===== config.mk =====
export PLATFORM = sky130hd
export DESIGN_NAME = pmem_arbiter
export DESIGN_NICKNAME = d
export VERILOG_FILES = /design/src/rtl/pmem_arbiter.sv
export SDC_FILE = /design/constraint.sdc
export NUM_CORES = 1
export LEC_CHECK = 0
export CELL_PAD_IN_SITES_DETAIL_PLACEMENT = 0
export CELL_PAD_IN_SITES_GLOBAL_PLACEMENT = 1
export CORE_AREA = 2 2 273 275
export DETAILED_ROUTE_END_ITERATION = 10
export DIE_AREA = 0 0 275 277
export DONT_BUFFER_PORTS = 1
export PLACE_DENSITY_LB_ADDON = 0.1
export SETUP_SLACK_MARGIN = 0.05
export SYNTH_ARGS = -nofsm -noshare
export SYNTH_HDL_FRONTEND = slang
export SYNTH_SLANG_ARGS = --single-unit

===== constraint.sdc =====
create_clock -name clk -period 3.6 [get_ports clk]
set_input_delay 0.72 -clock clk [delete_from_list [all_inputs] [get_ports clk]]
set_output_delay 0.72 -clock clk [all_outputs]
set_load 0.05 [all_outputs]

===== src/rtl/pmem_arbiter.sv =====
// Round-robin arbiter that funnels several cache-side line requests onto one
// physical memory port, one transfer at a time (IDLE -> BUSY -> DONE).
module pmem_arbiter #(
   parameter int NUM_PORTS  = 2,
   parameter int ADDR_WIDTH = 16,
   parameter int LINE_WIDTH = 128
) (
   input  logic                            clk,
   input  logic                            rst,
   input  logic [NUM_PORTS-1:0]            port_read,
   input  logic [NUM_PORTS-1:0]            port_write,
   input  logic [NUM_PORTS*ADDR_WIDTH-1:0] port_address,
   input  logic [NUM_PORTS*LINE_WIDTH-1:0] port_wdata,
   output logic [NUM_PORTS-1:0]            port_resp,
   output logic [LINE_WIDTH-1:0]           port_rdata,
   output logic                            pmem_read,
   output logic                            pmem_write,
   output logic [ADDR_WIDTH-1:0]           pmem_address,
   output logic [LINE_WIDTH-1:0]           pmem_wdata,
   input  logic                            pmem_resp,
   input  logic [LINE_WIDTH-1:0]           pmem_rdata
);

   localparam int GW = (NUM_PORTS > 1) ? $clog2(NUM_PORTS) : 1;

   typedef enum logic [1:0] {IDLE, BUSY, DONE} state_t;

   state_t          state_reg, state_next;
   logic [GW-1:0]   grant_reg, grant_next;
   logic [GW-1:0]   last_grant_reg, last_grant_next;
   logic            op_write_reg, op_write_next;

   logic [NUM_PORTS-1:0]  pending;
   logic [ADDR_WIDTH-1:0] addr_arr  [NUM_PORTS];
   logic [LINE_WIDTH-1:0] wdata_arr [NUM_PORTS];
   logic [GW-1:0]         rr_sel;
   logic [GW-1:0]         rr_cand;
   logic                  rr_found;

   generate
      for (genvar gi = 0; gi < NUM_PORTS; gi++) begin : g_unpack
         assign addr_arr[gi]  = port_address[gi*ADDR_WIDTH +: ADDR_WIDTH];
         assign wdata_arr[gi] = port_wdata[gi*LINE_WIDTH +: LINE_WIDTH];
         assign pending[gi]   = port_read[gi] | port_write[gi];
      end
   endgenerate

   // Search starts one past the last winner so every client gets a turn.
   always_comb begin
      rr_found = 1'b0;
      rr_sel   = '0;
      rr_cand  = '0;
      for (int k = 1; k <= NUM_PORTS; k++) begin
         rr_cand = GW'((int'(last_grant_reg) + k) % NUM_PORTS);
         if (!rr_found && pending[rr_cand]) begin
            rr_found = 1'b1;
            rr_sel   = rr_cand;
         end
      end
   end

   always_ff @(posedge clk or posedge rst) begin
      if (rst) begin
         state_reg      <= IDLE;
         grant_reg      <= '0;
         last_grant_reg <= GW'(NUM_PORTS - 1);
         op_write_reg   <= 1'b0;
      end else begin
         state_reg      <= state_next;
         grant_reg      <= grant_next;
         last_grant_reg <= last_grant_next;
         op_write_reg   <= op_write_next;
      end
   end

   always_comb begin
      state_next      = state_reg;
      grant_next      = grant_reg;
      last_grant_next = last_grant_reg;
      op_write_next   = op_write_reg;
      pmem_read       = 1'b0;
      pmem_write      = 1'b0;
      pmem_address    = '0;
      pmem_wdata      = '0;
      port_resp       = '0;
      case (state_reg)
         IDLE: begin
            if (rr_found) begin
               state_next      = BUSY;
               grant_next      = rr_sel;
               last_grant_next = rr_sel;
               // Write wins when a client raises both strobes.
               op_write_next   = port_write[rr_sel];
            end
         end
         BUSY: begin
            pmem_read    = ~op_write_reg;
            pmem_write   = op_write_reg;
            pmem_address = addr_arr[grant_reg];
            pmem_wdata   = wdata_arr[grant_reg];
            if (pmem_resp) begin
               port_resp[grant_reg] = 1'b1;
               state_next           = DONE;
            end
         end
         DONE: begin
            state_next = IDLE;
         end
         default: begin
            state_next = IDLE;
         end
      endcase
   end

   assign port_rdata = pmem_rdata;

endmodule


==> reports/qor.txt, run 1 <==
outcome -> complete, no violations
num ports -> 699
final clock skew -> 0.001074 ns
Post-Syn Area -> 0.003581 mm2
row cnt -> 100
syn_area_per_cell -> 7.476 um2
postcts setup bufs -> 0
met3 Use GR -> 0.01353
Critical Path Start Type -> flop
relative slew slack -> 0.5886
dpl cells -> 1397
Power, Total -> 4.060 mW
Worst EP arrival -> 2.06 ns
CTS H-tree lvls -> 1
RePlAce Congestion -> 0.6260
Synth Seq Share -> 0.03529
Buf/Inv on CP -> 3
Reg power frac -> 0.040
antenna violations before repair -> 1
worst vdd ir -> 0.0002815 V
Setup TNS Final -> 0 ns
first-pass GRT wire length -> 20030 um
max-slew violations -> 0
GRT Max-Usage Layer -> met2
Non-Filler Instances -> 1402
Root Buffer -> clkbuf_16
nature of the critical path endpoint -> output pin
cells in synth_stat.txt -> 479
vias in the first global route -> 3074
Setup crit end -> pmem_address[4]
CTS tree -> yes
share of cells above drive strength 1 -> 0.3843
Die Y -> 277 um
Crit-path slowest cell -> dfrtp_4
Min Clock Period, post-route -> 2.781 ns
largest net degree at the start of global routing -> 56
max reg flops -> 2
# DRC -> 0
Tightest Pin Transition -> 0.6171 ns
Vias/cell -> 2.162
P per Cell Area -> 886.5 mW/mm2
grt met2 use -> 0.07216
run 1: final cells by class:
cell class / instances / area, um2 / share of cell area
Multi-Input combinational cell: 312 / 2251 / 0.4915
Sequential cell: 5 / 130.1 / 0.02842
Timing Repair Buffer: 110 / 900.9 / 0.1967
Inverter: 1 / 3.754 / 0.0008197
Antenna cell: 1 / 2.502 / 0.0005464
Clock buffer: 4 / 78.83 / 0.01721
Tap cell: 969 / 1212 / 0.2648
run 1: cell families after synthesis:
group | Yosys count | share of synthesized area
and+or+nand+nor | 159 | 0.2082
DFF | 5 | 0.03529
muxes | 144 | 0.4025
AOI/OAI and AO/OA | 9 | 0.01572
buffers and inverters | 162 | 0.3382
run 1: per-layer routing:
metal | vias to the layer above | share of wire | routed length, um
met5 | - | 0 | 0
met2 | 328 | 0.53 | 8630
met4 | 0 | 0.045 | 726
met1 | 1299 | 0.29 | 4692
li1 | 1348 | - | -
met3 | 56 | 0.13 | 2108
run 1: synth_stat cells (all sizes together):
cell / number / area share
mux2i: 144 / 0.40
nor2b: 3 / 0.0052
inv: 1 / 0.0010
dfstp: 1 / 0.0073
a211oi: 1 / 0.0021
nor2: 148 / 0.19
a21oi: 1 / 0.0014
buf: 161 / 0.34
dfrtp: 4 / 0.028
o21ai: 4 / 0.0056
o31ai: 2 / 0.0042
o2bb2ai: 1 / 0.0024
or4: 1 / 0.0021
nand2b: 2 / 0.0035
and2: 2 / 0.0035
and3: 1 / 0.0017
nand2: 2 / 0.0021
run 1: how the worst min path moves through the flow:
stage            startpoint      endpoint  slack [ns]  cells past startpoint
2_1_floorplan  state_reg[1]  state_reg[0]        0.48                      1
3_3_place_gp   state_reg[1]  state_reg[0]        0.54                      1
3_5_place_dp   state_reg[1]  state_reg[0]        0.52                      1
4_1_cts                 rst  state_reg[1]        0.31                      1
5_1_grt                 rst  op_write_reg        0.33                      1
6_report                rst  op_write_reg        0.31                      1
run 1: power groups by stage:
stage | combinational, mW | sequential [mW] | clock, mW
after detailed placement | 3.78 | 0.171 | 0
after global routing | 3.91 | 0.176 | 0.194
after floorplan | 3.45 | 0.0961 | 0
final | 3.71 | 0.164 | 0.186
after CTS | 3.79 | 0.170 | 0.189
after global placement | 3.83 | 0.172 | 0
run 1: through the flow:
stage	setup slack (ns)	area, um2	util
final	0.8185	4579	0.06224
after global routing	0.7165	4579	0.06224
after CTS	0.7271	4577	0.06221
after detailed placement	0.9686	4498	0.06114
after global placement	0.9314	4498	0.06114
after floorplan	1.317	3581	-
run 1: cells in the final DEF (no fill, tap or decap):
cell type / netlist / layout
dfstp_2: 1 / 1
diode_2: 0 / 1
a211oi_1: 1 / 1
nand2_1: 2 / 2
clkbuf_1: 0 / 1
nor2_2: 50 / 50
nor2b_1: 3 / 3
clkbuf_16: 0 / 3
a21oi_1: 1 / 1
inv_1: 1 / 1
dfrtp_4: 0 / 1
o21ai_0: 4 / 4
and3_1: 1 / 1
nand2b_1: 2 / 1
buf_12: 0 / 6
nor2_1: 98 / 98
o2bb2ai_1: 1 / 1
dfrtp_1: 4 / 3
buf_4: 143 / 104
mux2i_1: 144 / 144
nand2b_4: 0 / 1
or4_1: 1 / 1
o31ai_1: 2 / 2
and2_1: 2 / 2
==> run_1/final_clocks.png <==
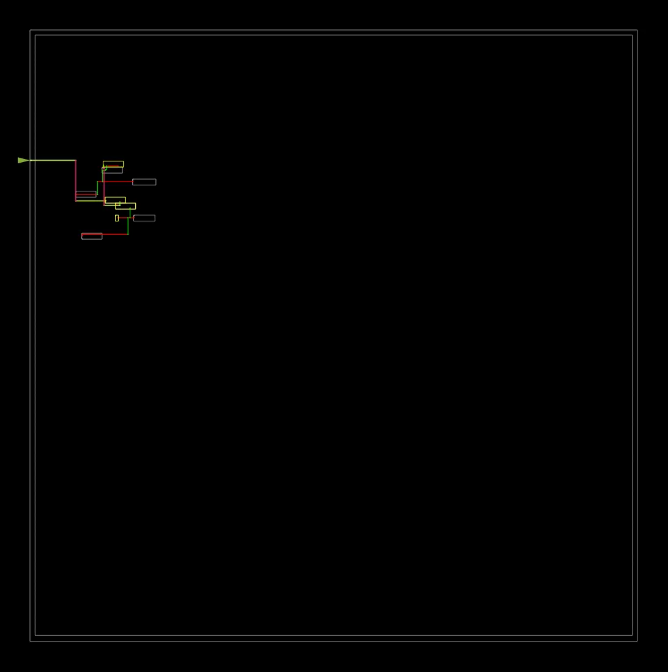
Worst-Skew Late Latency: 0.23 ns
clock network power: 186 uW
Clock Sinks: 5

==> run_1/cell_classes.png <==
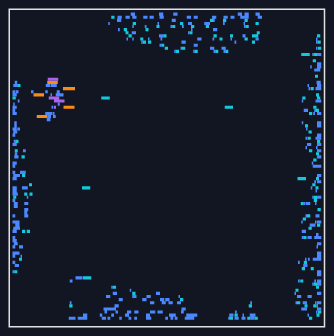
Cyan marks other buffers and delay cells, cells 110, share of their area 27%. Orange marks flip-flops, cells 5, share of their area 3.9%. Purple marks clock drivers and dummy loads, cells 4, share of their area 2.3%. Blue marks all other logic, cells 313, share of their area 67%.
cell area after layout: 0.004579 mm2
Core Box Area: 0.07357 mm2

==> run_1/clock_map.png <==
Scale bar: 100 um.
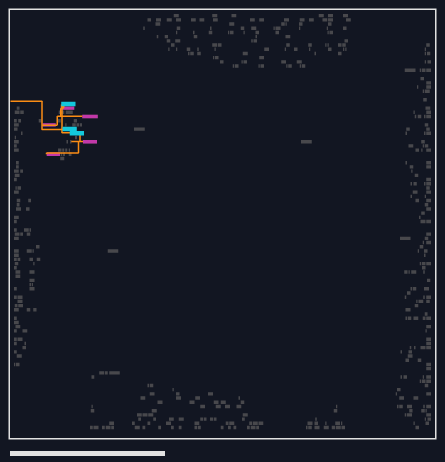
Cyan marks cells driving clock nets, count 3. Magenta marks flip-flops, count 5. Orange marks clock wires, length 168 um.
There are 4 routed clock nets.

==> run_1/wire_density.png <==
The die is cut into 28 by 28 equal tiles; dark blue is low, red is high, scaled to the fullest tile. Values are wire area over tile area, all layers added.
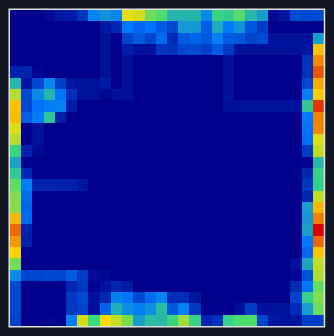
The emptiest ninth of the die: centre. 5.9% of the tiles are over half the peak. 65% of the tiles are nearly empty. The mean over all tiles is 0.037. The fullest tile reaches 0.41.

==> run_1/met4.png <==
Cells faint in the background.
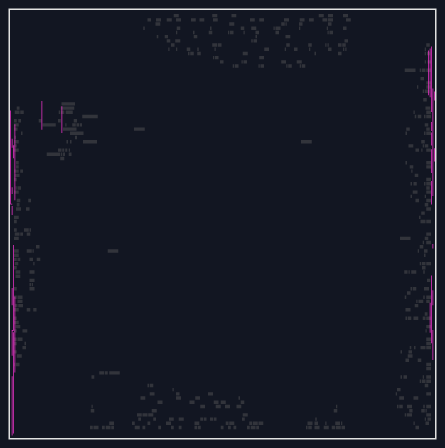

==> run 2, diff against run 1 <==
- CORE_AREA: 2 2 273 275 -> 2 2 272 274
- DIE_AREA: 0 0 275 277 -> 0 0 274 276
- clock period: 3.6 -> 2.7 ns (I/O delays scaled with it)
==> run_2/met4.png <==
Cells faint in the background.
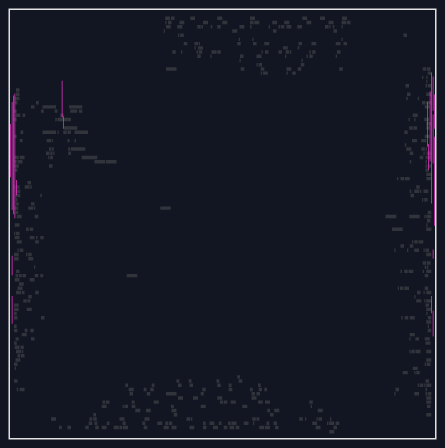
The longest straight run is 84.3 um. The layer carries 669 um of wire. The wires run mostly vertical. The layer holds 3.7% of the routed length.

==> run 2 against run 1 <==
Net effect:
- worst setup slack worse by 0.68 ns
- largest cell class unchanged
- area after synthesis stayed put
- first-iteration DRC count fell by 6.3%
- critical path depth is the same
- largest power group unchanged
- sequential share of layout area decreased by 0.23 points
- highest routed layer unchanged
==> reports/qor.txt, run 2 <==
count of library flops with an enable pin -> 0 (unchanged)
Worst EP arrival -> 2.02 ns (was 2.06 ns)
syn_area_per_cell -> 7.476 um2 (unchanged)
CTS H-tree lvls -> 1 (unchanged)
Post-Syn Area -> 0.003581 mm2 (unchanged)
setup ws final -> 0.1403 ns (was 0.8185 ns)
P per Cell Area -> 1157 mW/mm2 (was 886.5 mW/mm2)
max reg flops -> 2 (unchanged)
Crit-path slowest cell -> mux2i_1 (was dfrtp_4)
Root Buffer -> clkbuf_16 (unchanged)
nature of the critical path endpoint -> output pin (unchanged)
antenna violations before repair -> 0 (was 1)
asr flop ratio synth -> 1.000 (unchanged)
Core Box Area -> 0.07259 mm2 (was 0.07357 mm2)
CTS tree -> yes (unchanged)
Min Clock Period, post-route -> 2.560 ns
cell taking the most area after synthesis -> mux2i_1 (unchanged)
Post-Place Setup Slack -> 0.3189 ns (was 0.9686 ns)
Vias/cell -> 2.243 (was 2.162)
outcome -> complete, no violations (unchanged)
Commonest Layout Cell -> buf_4 (was mux2i_1)
worst vdd ir -> 0.0003629 V (was 0.0002815 V)
Power, Total -> 5.770 mW (was 4.060 mW)
Main synth FF type -> dfrtp_1 (unchanged)
Critical Path Start Type -> flop (unchanged)
Synth top area share -> 0.4025 (unchanged)
cells in synth_stat.txt -> 479 (unchanged)
postcts setup bufs -> 0 (unchanged)
Die Y -> 276 um (was 277 um)
synth top area cells -> mux2i_1 40%, buf_4 30%, nor2_1 10%, nor2_2 8.7%, dfrtp_1 2.8% (unchanged)
final clock skew -> 0.003517 ns (was 0.001074 ns)
row cnt -> 99 (was 100)
share of cells above drive strength 1 -> 0.4493 (was 0.3843)
Clock Sinks -> 5 (unchanged)
most frequent cell after synthesis -> mux2i_1 (unchanged)
==> run_2/final_clocks.png <==
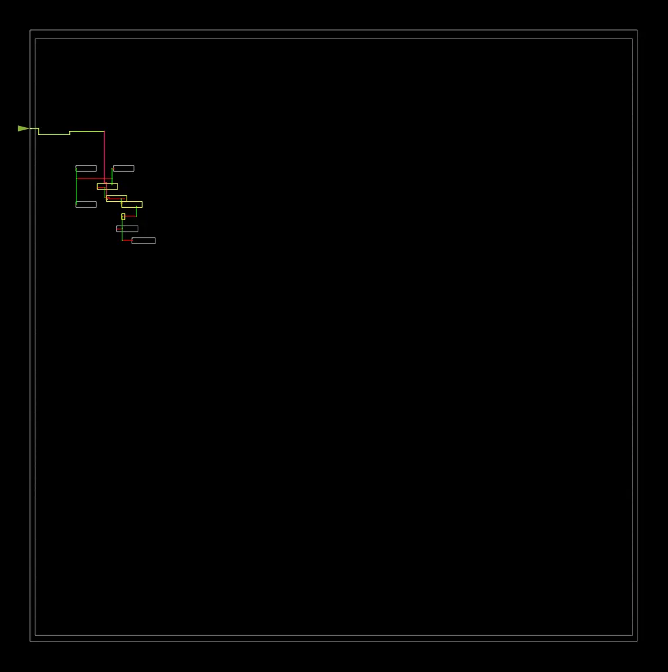
cts bufs inserted: 3
clk_buf instances: 4
clock network power: 244 uW
FF+latch count: 5

## run 2: metrics by stage
step	area, um2	std cells	hold slack (ns)	util
2_1_floorplan	3581	479	0.3178	-
3_3_place_gp	4906	1438	0.3963	0.06759
3_5_place_dp	4906	1438	0.3901	0.06759
4_1_cts	4985	1442	0.1464	0.06867
5_1_grt	4985	1442	0.1574	0.06867
6_report	4985	1442	0.1283	0.06867
## run 2: layout make-up
class                           instances  area [um2]
Fill cell                            8641       67600
Multi-Input combinational cell        312        2251
Timing Repair Buffer                  161        1321
Tap cell                              959        1200
Sequential cell                         5       130.1
Clock buffer                            4       78.83
Inverter                                1       3.754
## run 2: worst max-delay path: cells and delay by family, from the launching register on
family | cells | cell delay (ns)
mux | 1 | 0.47
simple gates | 1 | 0.08
buf+inv | 3 | 0.70
flops | 1 | 0.43
## run 2: routing by layer
metal | GRT usage | up-vias | share of wire
met1 | 0.03163 | 1405 | 0.27
met2 | 0.08689 | 344 | 0.56
li1 | - | 1447 | -
met5 | 0 | - | 0
met4 | 0.01672 | 0 | 0.037
met3 | 0.01902 | 38 | 0.13
## run 2: logic make-up (layout without fill, tap and decap cells)
group / after synthesis / count (layout) / synth area share
AND/OR/NAND/NOR: 159 / 159 / 0.2082
AND-OR/OR-AND: 9 / 9 / 0.01572
flip-flops: 5 / 5 / 0.03529
buffers and inverters: 162 / 166 / 0.3382
multiplexers: 144 / 144 / 0.4025
## run 2: path summary, 6_finish.rpt
check / slack [ns] / endpoint / cells past startpoint / startpoint
worst min-delay path: 0.13 / op_write_reg / 1 / rst
worst max-delay path: 0.14 / pmem_wdata[51] / 5 / grant_reg
max in group asynchronous: 2.30 / last_grant_reg / 1 / rst
worst min register to register: 0.53 / last_grant_reg / 2 / last_grant_reg
min in group clk: 0.41 / state_reg[0] / 1 / pmem_resp
worst max register to register: 1.48 / grant_reg / 4 / grant_reg
## run 2: power breakdown
| part | leakage (nW) | switching (mW) | internal, mW |
|---|---|---|---|
| Combinational | 1.99 | 3.60 | 1.77 |
| Sequential | 0.0577 | 0.0363 | 0.115 |
| Clock | 0.0382 | 0.0481 | 0.196 |
| Total | 2.09 | 3.69 | 2.08 |
Power is estimated from default activity; no workload was simulated.
